I/O nets highlighted:
Scale bar: 20 um.
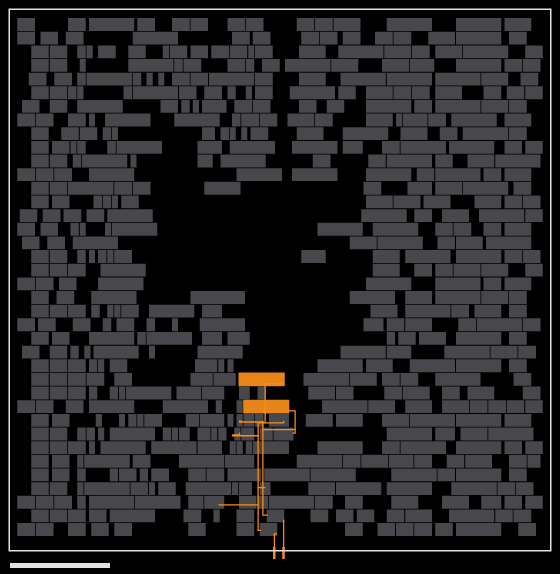
Close-up of the layout:
Window x 7 to 47, y 61 to 101 um. Cells in gray, sequential cells in the stronger gray; small squares are vias.
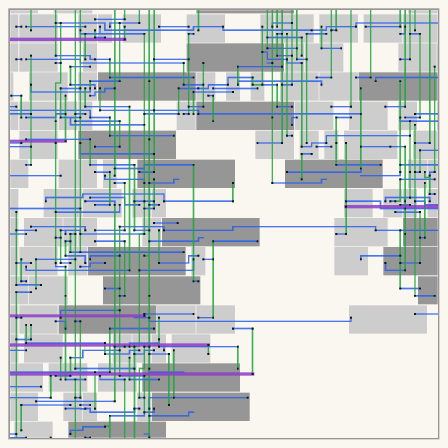
Register map, names as in the netlist:
Scale bar: 20 um. Other sequential cells in the stronger gray, the rest of the logic in the fainter gray.
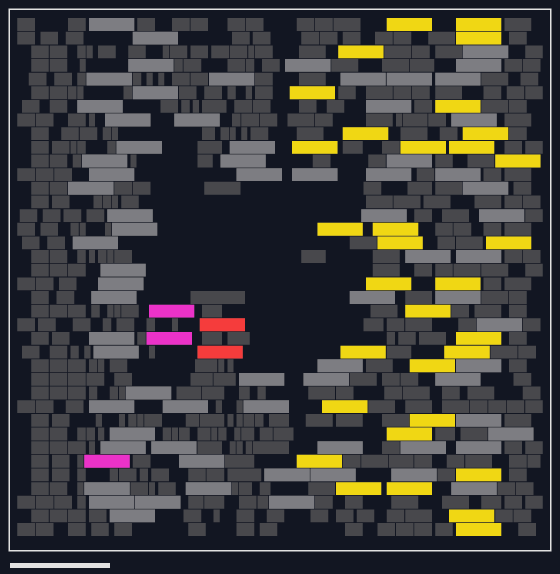
Metal layers overlaid:
Only two layers are drawn.
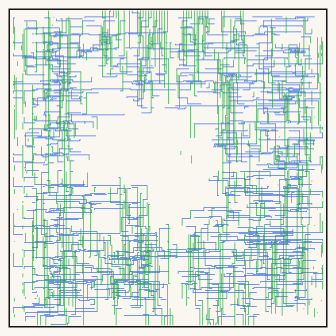
## config.mk

```make
export PLATFORM = sky130hd
export DESIGN_NAME = sport_ram_arb_flat
export DESIGN_NICKNAME = d
export VERILOG_FILES = /design/src/rtl/sport_ram_arb_pkg.sv /design/src/rtl/sport_ram_arb_if.sv /design/src/rtl/sport_ram_arb_rr_arb2.sv /design/src/rtl/sport_ram_arb.sv /design/src/flat_wrapper.sv
export SDC_FILE = /design/constraint.sdc
export NUM_CORES = 1
export LEC_CHECK = 0
export CAP_MARGIN = 20
export CORE_UTILIZATION = 43
export CTS_BUF_LIST = sky130_fd_sc_hd__clkbuf_8
export DETAILED_ROUTE_END_ITERATION = 16
export PLACE_DENSITY = 0.78
export SLEW_MARGIN = 20
export SYNTH_ARGS = -nofsm -noshare
export SYNTH_HDL_FRONTEND = slang
export SYNTH_HIERARCHICAL = 1
export SYNTH_SLANG_ARGS = --single-unit
```

## constraint.sdc

```tcl
create_clock -name clock -period 2.3 [get_ports clock]
set_input_delay 0.23 -clock clock [delete_from_list [all_inputs] [get_ports clock]]
set_output_delay 0.23 -clock clock [all_outputs]
set_load 0.03 [all_outputs]
```

## src/rtl/sport_ram_arb_pkg.sv

```systemverilog
// Shared definitions for the single-port RAM arbiter: default widths and FSM state encoding.
package sport_pkg;

   localparam int AW_DEF = 3;
   localparam int DW_DEF = 32;

   typedef enum logic [1:0] {
      IDLE   = 2'd0,
      ACCESS = 2'd1,
      RESP   = 2'd2
   } state_t;

endpackage

```

## src/rtl/sport_ram_arb_if.sv

```systemverilog
// Requester A/B handshakes, the RAM-side port and the status outputs of the arbiter.
interface sport_ram_arb_if
   import sport_pkg::*;
#(
   parameter int AW = AW_DEF,
   parameter int DW = DW_DEF
) ();

   logic          a_req;
   logic          b_req;
   logic          a_we;
   logic          b_we;
   logic [AW-1:0] a_addr;
   logic [AW-1:0] b_addr;
   logic [DW-1:0] a_wdata;
   logic [DW-1:0] b_wdata;
   logic          a_ack;
   logic          b_ack;
   logic [DW-1:0] a_rdata;
   logic [DW-1:0] b_rdata;
   logic [AW-1:0] ram_addr;
   logic          ram_wenable;
   logic [DW-1:0] ram_data_in;
   logic [DW-1:0] ram_data_out;
   logic          busy;
   logic [1:0]    grant;

   // Arbiter side
   modport slave (
      input  a_req, b_req, a_we, b_we, a_addr, b_addr, a_wdata, b_wdata, ram_data_out,
      output a_ack, b_ack, a_rdata, b_rdata, ram_addr, ram_wenable, ram_data_in, busy, grant
   );

   // Requesters plus the RAM model
   modport master (
      output a_req, b_req, a_we, b_we, a_addr, b_addr, a_wdata, b_wdata, ram_data_out,
      input  a_ack, b_ack, a_rdata, b_rdata, ram_addr, ram_wenable, ram_data_in, busy, grant
   );

endinterface

```

## src/rtl/sport_ram_arb_rr_arb2.sv

```systemverilog
// Combinational two-way round-robin pick; pointer=0 gives A priority, 1 gives B.
module rr_arb2 (
   input  logic [1:0] req,
   input  logic       pointer,
   output logic [1:0] winner
);

   // A lone requester wins outright; on contention the pointer decides.
   always_comb begin
      winner = req;
      if (req == 2'b11) begin
         winner = pointer ? 2'b10 : 2'b01;
      end
   end

endmodule

```

## src/rtl/sport_ram_arb.sv

```systemverilog
// Two-requester arbiter in front of a single-port RAM: IDLE -> ACCESS -> RESP, one access per 3 cycles.
module sport_ram_arb
   import sport_pkg::*;
#(
   parameter int AW = AW_DEF,
   parameter int DW = DW_DEF
) (
   input  logic            clock,
   input  logic            reset,
   sport_ram_arb_if.slave  bus
);

   state_t        state;
   logic          ptr;
   logic          lat_we;
   logic [1:0]    win;
   logic          sel_we;
   logic [AW-1:0] sel_addr;
   logic [DW-1:0] sel_wdata;

   rr_arb2 u_arb (
      .req     ({bus.b_req, bus.a_req}),
      .pointer (ptr),
      .winner  (win)
   );

   // Route the winning requester's fields toward the RAM registers.
   always_comb begin
      sel_we    = bus.a_we;
      sel_addr  = bus.a_addr;
      sel_wdata = bus.a_wdata;
      if (win[1]) begin
         sel_we    = bus.b_we;
         sel_addr  = bus.b_addr;
         sel_wdata = bus.b_wdata;
      end
   end

   // Access sequencer; ack and read data are registered at the end of RESP.
   always_ff @(posedge clock or negedge reset) begin
      if (!reset) begin
         state           <= IDLE;
         ptr             <= 1'b0;
         lat_we          <= 1'b0;
         bus.a_ack       <= 1'b0;
         bus.b_ack       <= 1'b0;
         bus.a_rdata     <= '0;
         bus.b_rdata     <= '0;
         bus.ram_addr    <= '0;
         bus.ram_wenable <= 1'b0;
         bus.ram_data_in <= '0;
         bus.busy        <= 1'b0;
         bus.grant       <= '0;
      end else begin
         bus.a_ack <= 1'b0;
         bus.b_ack <= 1'b0;
         unique case (state)
            IDLE: begin
               if (|win) begin
                  bus.grant       <= win;
                  bus.ram_addr    <= sel_addr;
                  bus.ram_data_in <= sel_wdata;
                  bus.ram_wenable <= sel_we;
                  lat_we          <= sel_we;
                  bus.busy        <= 1'b1;
                  state           <= ACCESS;
               end
            end
            ACCESS: begin
               bus.ram_wenable <= 1'b0;
               state           <= RESP;
            end
            RESP: begin
               bus.a_ack <= bus.grant[0];
               bus.b_ack <= bus.grant[1];
               if (!lat_we) begin
                  if (bus.grant[0]) bus.a_rdata <= bus.ram_data_out;
                  if (bus.grant[1]) bus.b_rdata <= bus.ram_data_out;
               end
               // Priority passes to whoever did not just win.
               ptr             <= bus.grant[0];
               bus.ram_wenable <= 1'b0;
               bus.grant       <= '0;
               bus.busy        <= 1'b0;
               state           <= IDLE;
            end
            default: state <= IDLE;
         endcase
      end
   end

endmodule
```

## src/flat_wrapper.sv

```systemverilog
// flat-port wrapper written by rule: the top's interface ports become plain ports
module sport_ram_arb_flat import sport_pkg::*;
#(
   parameter int AW = AW_DEF,
   parameter int DW = DW_DEF
)
  (clock, reset, bus_a_req, bus_b_req, bus_a_we, bus_b_we, bus_a_addr, bus_b_addr, bus_a_wdata, bus_b_wdata, bus_ram_data_out, bus_a_ack, bus_b_ack, bus_a_rdata, bus_b_rdata, bus_ram_addr, bus_ram_wenable, bus_ram_data_in, bus_busy, bus_grant);
  sport_ram_arb_if #(.AW(AW), .DW(DW)) bus_i ();
  input  logic clock;
  input  logic reset;
  input wire logic [$bits(bus_i.a_req)-1:0] bus_a_req;
  input wire logic [$bits(bus_i.b_req)-1:0] bus_b_req;
  input wire logic [$bits(bus_i.a_we)-1:0] bus_a_we;
  input wire logic [$bits(bus_i.b_we)-1:0] bus_b_we;
  input wire logic [$bits(bus_i.a_addr)-1:0] bus_a_addr;
  input wire logic [$bits(bus_i.b_addr)-1:0] bus_b_addr;
  input wire logic [$bits(bus_i.a_wdata)-1:0] bus_a_wdata;
  input wire logic [$bits(bus_i.b_wdata)-1:0] bus_b_wdata;
  input wire logic [$bits(bus_i.ram_data_out)-1:0] bus_ram_data_out;
  output wire logic [$bits(bus_i.a_ack)-1:0] bus_a_ack;
  output wire logic [$bits(bus_i.b_ack)-1:0] bus_b_ack;
  output wire logic [$bits(bus_i.a_rdata)-1:0] bus_a_rdata;
  output wire logic [$bits(bus_i.b_rdata)-1:0] bus_b_rdata;
  output wire logic [$bits(bus_i.ram_addr)-1:0] bus_ram_addr;
  output wire logic [$bits(bus_i.ram_wenable)-1:0] bus_ram_wenable;
  output wire logic [$bits(bus_i.ram_data_in)-1:0] bus_ram_data_in;
  output wire logic [$bits(bus_i.busy)-1:0] bus_busy;
  output wire logic [$bits(bus_i.grant)-1:0] bus_grant;
  assign bus_i.a_req = bus_a_req;
  assign bus_i.b_req = bus_b_req;
  assign bus_i.a_we = bus_a_we;
  assign bus_i.b_we = bus_b_we;
  assign bus_i.a_addr = bus_a_addr;
  assign bus_i.b_addr = bus_b_addr;
  assign bus_i.a_wdata = bus_a_wdata;
  assign bus_i.b_wdata = bus_b_wdata;
  assign bus_i.ram_data_out = bus_ram_data_out;
  assign bus_a_ack = bus_i.a_ack;
  assign bus_b_ack = bus_i.b_ack;
  assign bus_a_rdata = bus_i.a_rdata;
  assign bus_b_rdata = bus_i.b_rdata;
  assign bus_ram_addr = bus_i.ram_addr;
  assign bus_ram_wenable = bus_i.ram_wenable;
  assign bus_ram_data_in = bus_i.ram_data_in;
  assign bus_busy = bus_i.busy;
  assign bus_grant = bus_i.grant;
  sport_ram_arb #(.AW(AW), .DW(DW)) u_core (.clock(clock), .reset(reset), .bus(bus_i));
endmodule
```

==> ci_impl_report.md <==
## Implementation flow summary

| Metric | Value |
|---|---|
| Status | finished clean |
| Count of distinct cell types in the synthesized netlist | 23 |
| Reg2reg end | u_core/bus.b_rdata[22] |
| Violation count after the first detailed-route iteration | 123 |
| Final standard cell area without fillers | around 7000 um2 |
| Area delta synth->final | 50.2% |
| Clock tree from TritonCTS | done |
| Synth Instances | 337 |
| Dpl hpwl | ~8400 um |
| Clock Sink Count | approximately 110 |
| Synthesis area per yosys | between 4000 and 5000 um2 |
| Dominant cell by count in the synthesized netlist | sky130_fd_sc_hd__dfrtp_1 |
| Crit path max fanout | 32 |
| Startpoint class of the critical path | flip-flop |
| Top cells by count, synth | sky130_fd_sc_hd__dfrtp_1, sky130_fd_sc_hd__mux2_4, sky130_fd_sc_hd__nand2_1 |
| Reg2Reg Launch Point | u_core/state[0] |
| GR Overflow Total | 0 |
| Chip Width | 108 um |
| Maximum buffer depth of the clock tree | 2 |
| Overall Global Routing Usage | 0.199 |
| Dominant logic cell types in the final layout | sky130_fd_sc_hd__clkdlybuf4s50_1, sky130_fd_sc_hd__dfrtp_1, sky130_fd_sc_hd__mux2_4 |
| Hold Violations, Final | 0 |
| Max-slew headroom at the worst pin | 0.566 |
| Die Height | 108 um |
| Setup repair after global routing missed its margin | no |
| Final slew viol count | 0 |
| Vias per cell | ~5 |
| Iteration count of the initial detailed-routing pass | 4 |
| Starting utilization of the core area | 0.442 |
| DR DRC count | 0 |
| Clock tree root driver cell | sky130_fd_sc_hd__clkbuf_8 |
| Share of the synthesized area in the top cell type | 0.569 |
| Later-pin clock latency in the skew report | 0.37 ns |
| Detail Route Antenna Nets | 0 |
| Ys cells | 337 |
| Total die area | about 12000 um2 |
| Antenna cell count | 0 |
| Most area-consuming cells after synthesis | sky130_fd_sc_hd__dfrtp_1, sky130_fd_sc_hd__mux2_4, sky130_fd_sc_hd__mux2i_1 |
| GP Congestion | 0.811 |
| First-pass GRT wire length | 17500 um |
| Leading area contributor after synthesis | sky130_fd_sc_hd__dfrtp_1 |
| Clock transition at the register clock pins on the worst setup and hold paths after CTS | ~0.1 ns |
| Seq share, synth | 0.569 |
| Max IR drop VDD | 0.972 mV |
| Count of warnings emitted by yosys | 6 |
| Standard cell core area | roughly 11000 um2 |
| Power Dens Cells | approximately 1500 nW/um2 |
| Worst-Margin Slew | between 0.6 and 0.7 ns |
| Post-layout min period | roughly 1.9 ns |
| MI comb area | approximately 1900 um2 |
| Depth of the worst register-to-register path | 5 |
| Vias in the first global route | around 3500 |
| Number of antenna violations at the first check in global routing | 0 |
| Final Cycle Share | 0.822 |
| Number of flip-flops and latches in the synthesized netlist | 109 |
| Num CTS Buffers | 9 |
| Crit path DAT | 2.15 ns |
| Synth async-reset ratio | 1.00 |
| Post-synth tally of flip-flops with integrated enable | 0 |
| CP startpoint | u_core/state[0] |
| Clock skew | between 0.008 and 0.009 ns |
| Post-cts resize count | 0 |
| Primary FF master, synth | sky130_fd_sc_hd__dfrtp_1 |
| Number of setup violations in the final report | 0 |
| Proportion of layout cells with a drive suffix above 1 | 0.167 |
| Via count | ~3400 |
-- 'I/O nets highlighted' (at the start) --
orange -> `bus_grant`  # bits 2, direction output, edge bottom, end cells 2, wire 101 um
number of input and output port buffers inserted: 212
number of top-level pins: 213

-- 'close-up of the layout' (at the start) --
blue -> M1
purple -> M3
green -> M2
most frequent = clkdlybuf4s50_1 (20), o21ai_0 (17), nand2_1 (16)
netlist names of flops here include = `u_core/bus.ram_data_in` (15)
sequential cells in the window = 15
cells with their middle in the window = 88

-- 'register map, names as in the netlist' (at the start) --
magenta -> `u_core/bus.ram_addr`  # placed flops 3
red -> `u_core/state`  # placed flops 2
yellow -> `u_core/bus.b_rdata`  # placed flops 32
not colored = 72
flip-flop and latch area: 2730 um2
final core utilization: 0.665
flop share of the area: 0.379
sequential logic power: 3.48 mW

-- 'metal layers overlaid' (at the start) --
green -> M2  # wire length 5200 um
blue -> M1  # wire length 4890 um
Routed WL per cell: 16.4 um
total length of routed wires: 11300 um

==> layer usage <==
metal  track usage  up-vias  wire length, um
li1              -     1586                -
met1         0.251     1610             4890
met2         0.320      164             5200
met3        0.0690       10             1090
met4        0.0656        0              150
met5             0        -                0
==> repair_timing <==
action,in CTS,in global routing
hold buffers,1,0
setup buffers,0,0
endpoints found under the setup margin,0,0
hold endpoints to repair,32,0
==> cells by family (layout without fill, tap and decap cells) <==
logic type / after synthesis / in the layout / share of synthesized area
DFF: 109 / 109 / 0.569
adders and majority gates: 5 / 5 / 0.0130
and+or+nand+nor: 49 / 49 / 0.0454
buffers and inverters: 24 / 239 / 0.0399
muxes: 104 / 104 / 0.282
AOI/OAI and AO/OA: 46 / 46 / 0.0514
==> state kept, by name, indices dropped and copies added (netlist names) <==
| register | count |
|---|---|
| u_core/bus.a_ack | 1 |
| u_core/bus.a_rdata | 32 |
| u_core/bus.b_ack | 1 |
| u_core/bus.b_rdata | 32 |
| u_core/bus.busy | 1 |
| u_core/bus.grant | 2 |
| u_core/bus.ram_addr | 3 |
| u_core/bus.ram_data_in | 32 |
| u_core/bus.ram_wenable | 1 |
| u_core/lat_we | 1 |
| u_core/ptr | 1 |
| u_core/state | 2 |
==> critical path: stages (launching register included) <==
cell	delay (ns)
sky130_fd_sc_hd__dfrtp_1	0.41
sky130_fd_sc_hd__inv_1	0.13
sky130_fd_sc_hd__ha_1	0.20
sky130_fd_sc_hd__nor2b_4	0.22
sky130_fd_sc_hd__nand2_4	0.37
sky130_fd_sc_hd__mux2_4	0.43
==> layout make-up <==
| cell class | instances | area share |
|---|---|---|
| repair buffers | 217 | 0.303 |
| flip-flops and latches | 109 | 0.379 |
| clock buffers | 10 | 0.0191 |
| well taps | 140 | 0.0243 |
| inverters | 6 | 0.00313 |
| multi-input cells | 204 | 0.263 |
| clock inverters | 6 | 0.00868 |
==> report_power, final <==
group / switching (mW) / internal [mW] / total [mW] / leakage [nW]
clock network: 0.639 / 0.532 / 1.17 / 0.100
logic: 3.26 / 2.96 / 6.22 / 1.90
registers: 0.595 / 2.88 / 3.48 / 1.30
==> how the worst max path moves through the flow <==
| stage | endpoint | depth (start not counted) | slack [ns] |
|---|---|---|---|
| after floorplan | u_core/bus.a_rdata[0] | 6 | 0.74 |
| final | u_core/bus.b_rdata[22] | 5 | 0.41 |
| after global placement | u_core/bus.b_rdata[21] | 5 | 0.44 |
| after global routing | u_core/bus.b_rdata[9] | 5 | 0.32 |
| after detailed placement | u_core/bus.ram_data_in[24] | 5 | 0.39 |
| after CTS | u_core/bus.b_rdata[9] | 5 | 0.40 |
==> through the flow <==
stage,util,std cells,worst slack [ns],hold slack (ns)
after floorplan,-,337,0.739,-0.0656
after global placement,0.645,675,0.438,0.200
after detailed placement,0.645,675,0.391,0.211
after CTS,0.665,692,0.401,0.340
after global routing,0.665,692,0.320,0.366
final,0.665,692,0.409,0.334
No activity file was given, so power comes from the tool's default toggle rates.
